### src/rtl/fifo_stream_reader.sv
// fifo_stream_reader
// Pops words from an upstream FIFO with a fixed 1-cycle read latency and
// presents them on a valid/ready stream through a 3-entry in-order skid buffer.
// The skid buffer lets the pop request depend only on registered occupancy,
// so there is no combinational path from m_ready to fifo_r_enable.
// Optional burst framing (beat counter driving m_last) is compiled only when
// the macro FIFO_STREAM_READER_LAST_EN is defined; otherwise m_last is tied to 0.
module fifo_stream_reader #(
    parameter int DATA_WIDTH = 8,
    parameter int BURST_LEN  = 4
) (
    input  logic                  clk,
    input  logic                  rst,
    input  logic                  enable,
    input  logic                  fifo_empty,
    input  logic [DATA_WIDTH-1:0] fifo_data,
    output logic                  fifo_r_enable,
    output logic                  m_valid,
    input  logic                  m_ready,
    output logic [DATA_WIDTH-1:0] m_data,
    output logic                  m_last
);

    localparam int DEPTH = 3;

    if (BURST_LEN < 2) begin : g_bad_burst
        $error("fifo_stream_reader: BURST_LEN must be at least 2");
    end

    logic [1:0]            occ;
    logic [1:0]            head;
    logic [1:0]            tail;
    logic                  inf;
    logic [DATA_WIDTH-1:0] mem [DEPTH];
    logic [2:0]            pending;
    logic                  capture;
    logic                  transfer;

    function automatic logic [1:0] ptr_inc(input logic [1:0] p);
        return (p == 2'd2) ? 2'd0 : p + 2'd1;
    endfunction

    // Words already buffered plus the one in flight; a pop is only issued
    // when a free slot is guaranteed for its data next cycle.
    assign pending  = {1'b0, occ} + {2'b0, inf};

    // Gated with rst so no pop escapes while reset is held.
    assign fifo_r_enable = rst & enable & ~fifo_empty & (pending < 3'd3);

    assign capture  = inf;
    assign transfer = m_valid & m_ready;
    assign m_valid  = (occ != 2'd0);
    assign m_data   = mem[head];

    // Pop latency tracking, occupancy and ring pointers.
    always_ff @(posedge clk or negedge rst) begin
        if (!rst) begin
            inf  <= 1'b0;
            occ  <= 2'd0;
            head <= 2'd0;
            tail <= 2'd0;
        end else begin
            // NOTE: non-blocking assignments so every update here sees the
            // pre-edge values of occ/head/tail, regardless of statement order.
            inf <= fifo_r_enable;
            if (capture)  tail <= ptr_inc(tail);
            if (transfer) head <= ptr_inc(head);
            case ({capture, transfer})
                2'b10:   occ <= occ + 2'd1;
                2'b01:   occ <= occ - 2'd1;
                default: occ <= occ;
            endcase
        end
    end

    // Skid buffer storage: the in-flight word lands at the tail.
    always_ff @(posedge clk or negedge rst) begin
        if (!rst) begin
            // NOTE: resetting storage is affordable for three registers and
            // makes m_data read 0 in reset; a large RAM would not be reset.
            for (int i = 0; i < DEPTH; i++) mem[i] <= '0;
        end else if (capture) begin
            mem[tail] <= fifo_data;
        end
    end

`ifdef FIFO_STREAM_READER_LAST_EN
    localparam int BW = $clog2(BURST_LEN);
    localparam logic [BW-1:0] LAST_BEAT = BW'(BURST_LEN - 1);

    logic [BW-1:0] beat;

    // Beat position within the current burst, advanced per accepted word.
    always_ff @(posedge clk or negedge rst) begin
        if (!rst) begin
            beat <= '0;
        end else if (transfer) begin
            beat <= (beat == LAST_BEAT) ? '0 : beat + BW'(1);
        end
    end

    assign m_last = m_valid & (beat == LAST_BEAT);
`else
    assign m_last = 1'b0;
`endif

endmodule

### config.mk
export PLATFORM = sky130hd
export DESIGN_NAME = fifo_stream_reader
export DESIGN_NICKNAME = d
export VERILOG_FILES = /design/src/rtl/fifo_stream_reader.sv
export SDC_FILE = /design/constraint.sdc
export NUM_CORES = 1
export LEC_CHECK = 0
export CAP_MARGIN = 5
export CORE_ASPECT_RATIO = 1.5
export CORE_MARGIN = 4
export CORE_UTILIZATION = 52
export DETAILED_ROUTE_END_ITERATION = 6
export PLACE_DENSITY = 0.84
export SETUP_SLACK_MARGIN = 0.1
export SLEW_MARGIN = 20
export SYNTH_ARGS = -nofsm -noshare
export SYNTH_HDL_FRONTEND = slang
export SYNTH_SLANG_ARGS = --single-unit
### constraint.sdc
create_clock -name clk -period 1.92 [get_ports clk]
set_input_delay 0.192 -clock clk [delete_from_list [all_inputs] [get_ports clk]]
set_output_delay 0.192 -clock clk [all_outputs]
set_load 0.01 [all_outputs]
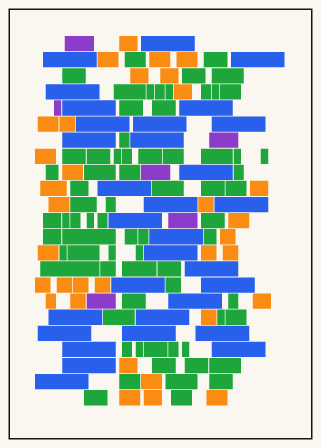
Run 1: placed cells, one color a class
- orange: remaining buffers and delay cells (cells 33; share of their area 16%)
- green: combinational and other logic (cells 72; share of their area 37%)
- purple: clock drivers and dummy loads (cells 6; share of their area 4.0%)
- blue: sequential cells (cells 31; share of their area 43%)

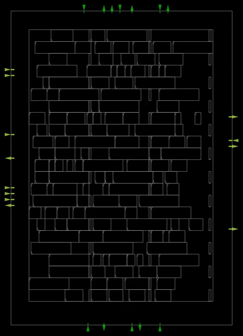
Run 1: placed standard cells
Row Count: 23
non-filler cells, final: 179

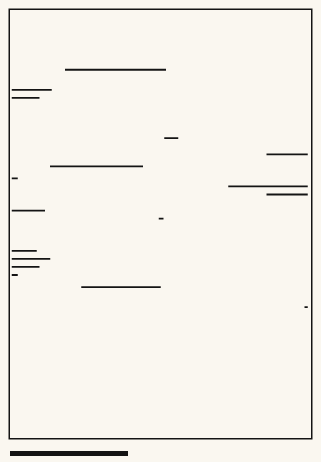
Run 1: the metal 3 layer
The bar under the picture is 20 um long.
- longest straight run: 16.8 um
- share of all routed wire: 3.6%
- main direction: horizontal
- wire length on this layer: 106 um
grt met3 use: 5.34%
via count: 931
final wirelength: 2940 um

==> flow_summary.json, run 1 <==
{
  "status": "completed",
  "synth-simple-area-share_pct": 5.76,
  "synthAoiAreaFrac_pct": 5.15,
  "critPathLaunch": "capture$_DFF_PN0_",
  "switchingPower_mw": 0.966,
  "slowest_delay_ns": 0.39,
  "io_buffers": 22,
  "dieArea_um2": 3680,
  "worstMarginPinSlew_ns": 0.548,
  "hold_ws_ns": 0.353,
  "p_comb_share_pct": 44.2,
  "regToRegStartpoint": "capture$_DFF_PN0_",
  "ctsHtreeMaxLevel": 2,
  "grt_start_max_net_pins": 32,
  "hold_class": "in -> async",
  "cp_cell_sequence": "ha_2, ha_4, a2111oi_4, buf_2",
  "comb-cell-share_pct": 35.2,
  "ys_sh_adder_pct": 2.62,
  "clock_latency_ns": 0.28,
  "core_area_um2": 2650,
  "fin_crit_sh_pct": 93.9,
  "num-multi-input-gates": 69,
  "comb_area_um2": 649,
  "slew_violations": 0,
  "setup_viol": 0,
  "skew_ns": 0.00592,
  "netlist_logic_family_top": "multiplexers",
  "syn_avg_cell_area_um2": 13.3,
  "dominant_cells": "flip-flops and latches",
  "synthTopCellsByArea": "dfrtp_1 (54%), mux2_2 (13%), mux2_4 (8.4%)",
  "wire_per_inst_um": 16.4,
  "top_cell_area_share_pct": 54.1,
  "warnings": 28,
  "maxPowerGroup": "combinational logic",
  "cp.buffers_inverters": 1,
  "lay_top_count": "dfrtp_1",
  "drive_gt1_share_pct": 33.8,
  "antenna_found_initial": 0
}
run 1: metrics by stage:
stage	std cells	instance area, um2	total power [mW]	setup WS, ns	util [%]
final	179	1850	2.92	0.116	69.7
after global routing	179	1850	3.12	0.0502	69.7
after CTS	177	1810	2.94	0.0263	68.5
after detailed placement	171	1740	2.55	-0.193	65.6
after global placement	171	1740	2.45	-0.138	65.6
after floorplan	108	1440	1.91	0.203	-
run 1: worst register-to-register path, delay by kind of cell (launching register included):
kind                   cells  cell delay [ns]
buffers and inverters      3             0.26
DFF                        1             0.36
muxes                      1             0.39
and+or+nand+nor            1             0.62
run 1: registers in the layout, summed over array words and instances (netlist names):
| register | flops |
|---|---|
| occ | 2 |
| capture | 1 |
| mem | 24 |
| tail | 2 |
| head | 2 |
==> run 1 -> run 2 <==
--- a/config.mk
+++ b/config.mk
@@ -9,10 +9,10 @@
 export CORE_ASPECT_RATIO = 1.5
 export CORE_MARGIN = 4
 export CORE_UTILIZATION = 52
+export CTS_CLUSTER_SIZE = 40
 export DETAILED_ROUTE_END_ITERATION = 6
 export PLACE_DENSITY = 0.84
 export SETUP_SLACK_MARGIN = 0.1
-export SLEW_MARGIN = 20
 export SYNTH_ARGS = -nofsm -noshare
 export SYNTH_HDL_FRONTEND = slang
 export SYNTH_SLANG_ARGS = --single-unit
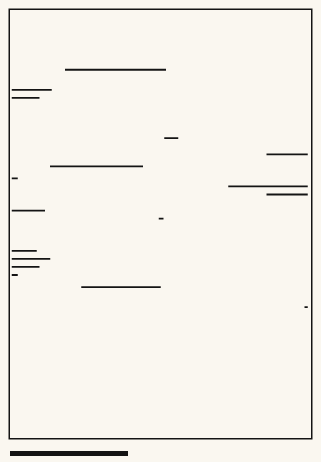
Run 2: the metal 3 layer
The bar under the picture is 20 um long.
- nets with wire on the layer: 13
- share of all routed wire: 3.6%

==> flow_summary.json, run 2 <==
{
  "cp.buffers_inverters": 1,
  "syn_avg_cell_area_um2": 13.3,
  "antenna_found_initial": 0,
  "dieArea_um2": 3680,
  "drive_gt1_share_pct": 33.8,
  "p_total_mw": 2.92,
  "cp_cell_sequence": "ha_2, ha_4, a2111oi_4, buf_2",
  "fin_util_pct": 69.7,
  "synthTopCellsByArea": "dfrtp_1 (54%), mux2_2 (13%), mux2_4 (8.4%)",
  "ctsHtreeMaxLevel": 2,
  "num_rows": 23,
  "final_area_um2": 1850,
  "regToRegStartpoint": "capture$_DFF_PN0_",
  "final_cells": 179,
  "vias": 931,
  "slew_violations": 0,
  "drt_wl_total_um": 2940,
  "skew_ns": 0.00592,
  "largest_reg_flops": 24,
  "wire_per_inst_um": 16.4,
  "status": "completed",
  "grt_start_max_net_pins": 32,
  "slowest_delay_ns": 0.39,
  "place_area_um2": 1740,
  "dominant_cells": "flip-flops and latches",
  "clock_latency_ns": 0.28
}
==> run 2: cell counts in the layout (fill, tap and decap cells not counted) <==
No cell type changed its count.
==> run 2: worst max path at each step <==
stage,startpoint,to
2_1_floorplan,occ[0]$_DFFE_PN0P_,fifo_r_enable
3_3_place_gp,occ[0]$_DFFE_PN0P_,fifo_r_enable
3_5_place_dp,occ[0]$_DFFE_PN0P_,fifo_r_enable
4_1_cts,occ[0]$_DFFE_PN0P_,fifo_r_enable
5_1_grt,capture$_DFF_PN0_,fifo_r_enable
6_report,capture$_DFF_PN0_,fifo_r_enable
==> run 2: power breakdown <==
group / switching [mW] / internal (mW)
Sequential: 0.199 / 0.977
Combinational: 0.554 / 0.740
Clock: 0.214 / 0.241
Total: 0.966 / 1.96
Power figures rest on the tool's default switching activity, not on a simulated workload.
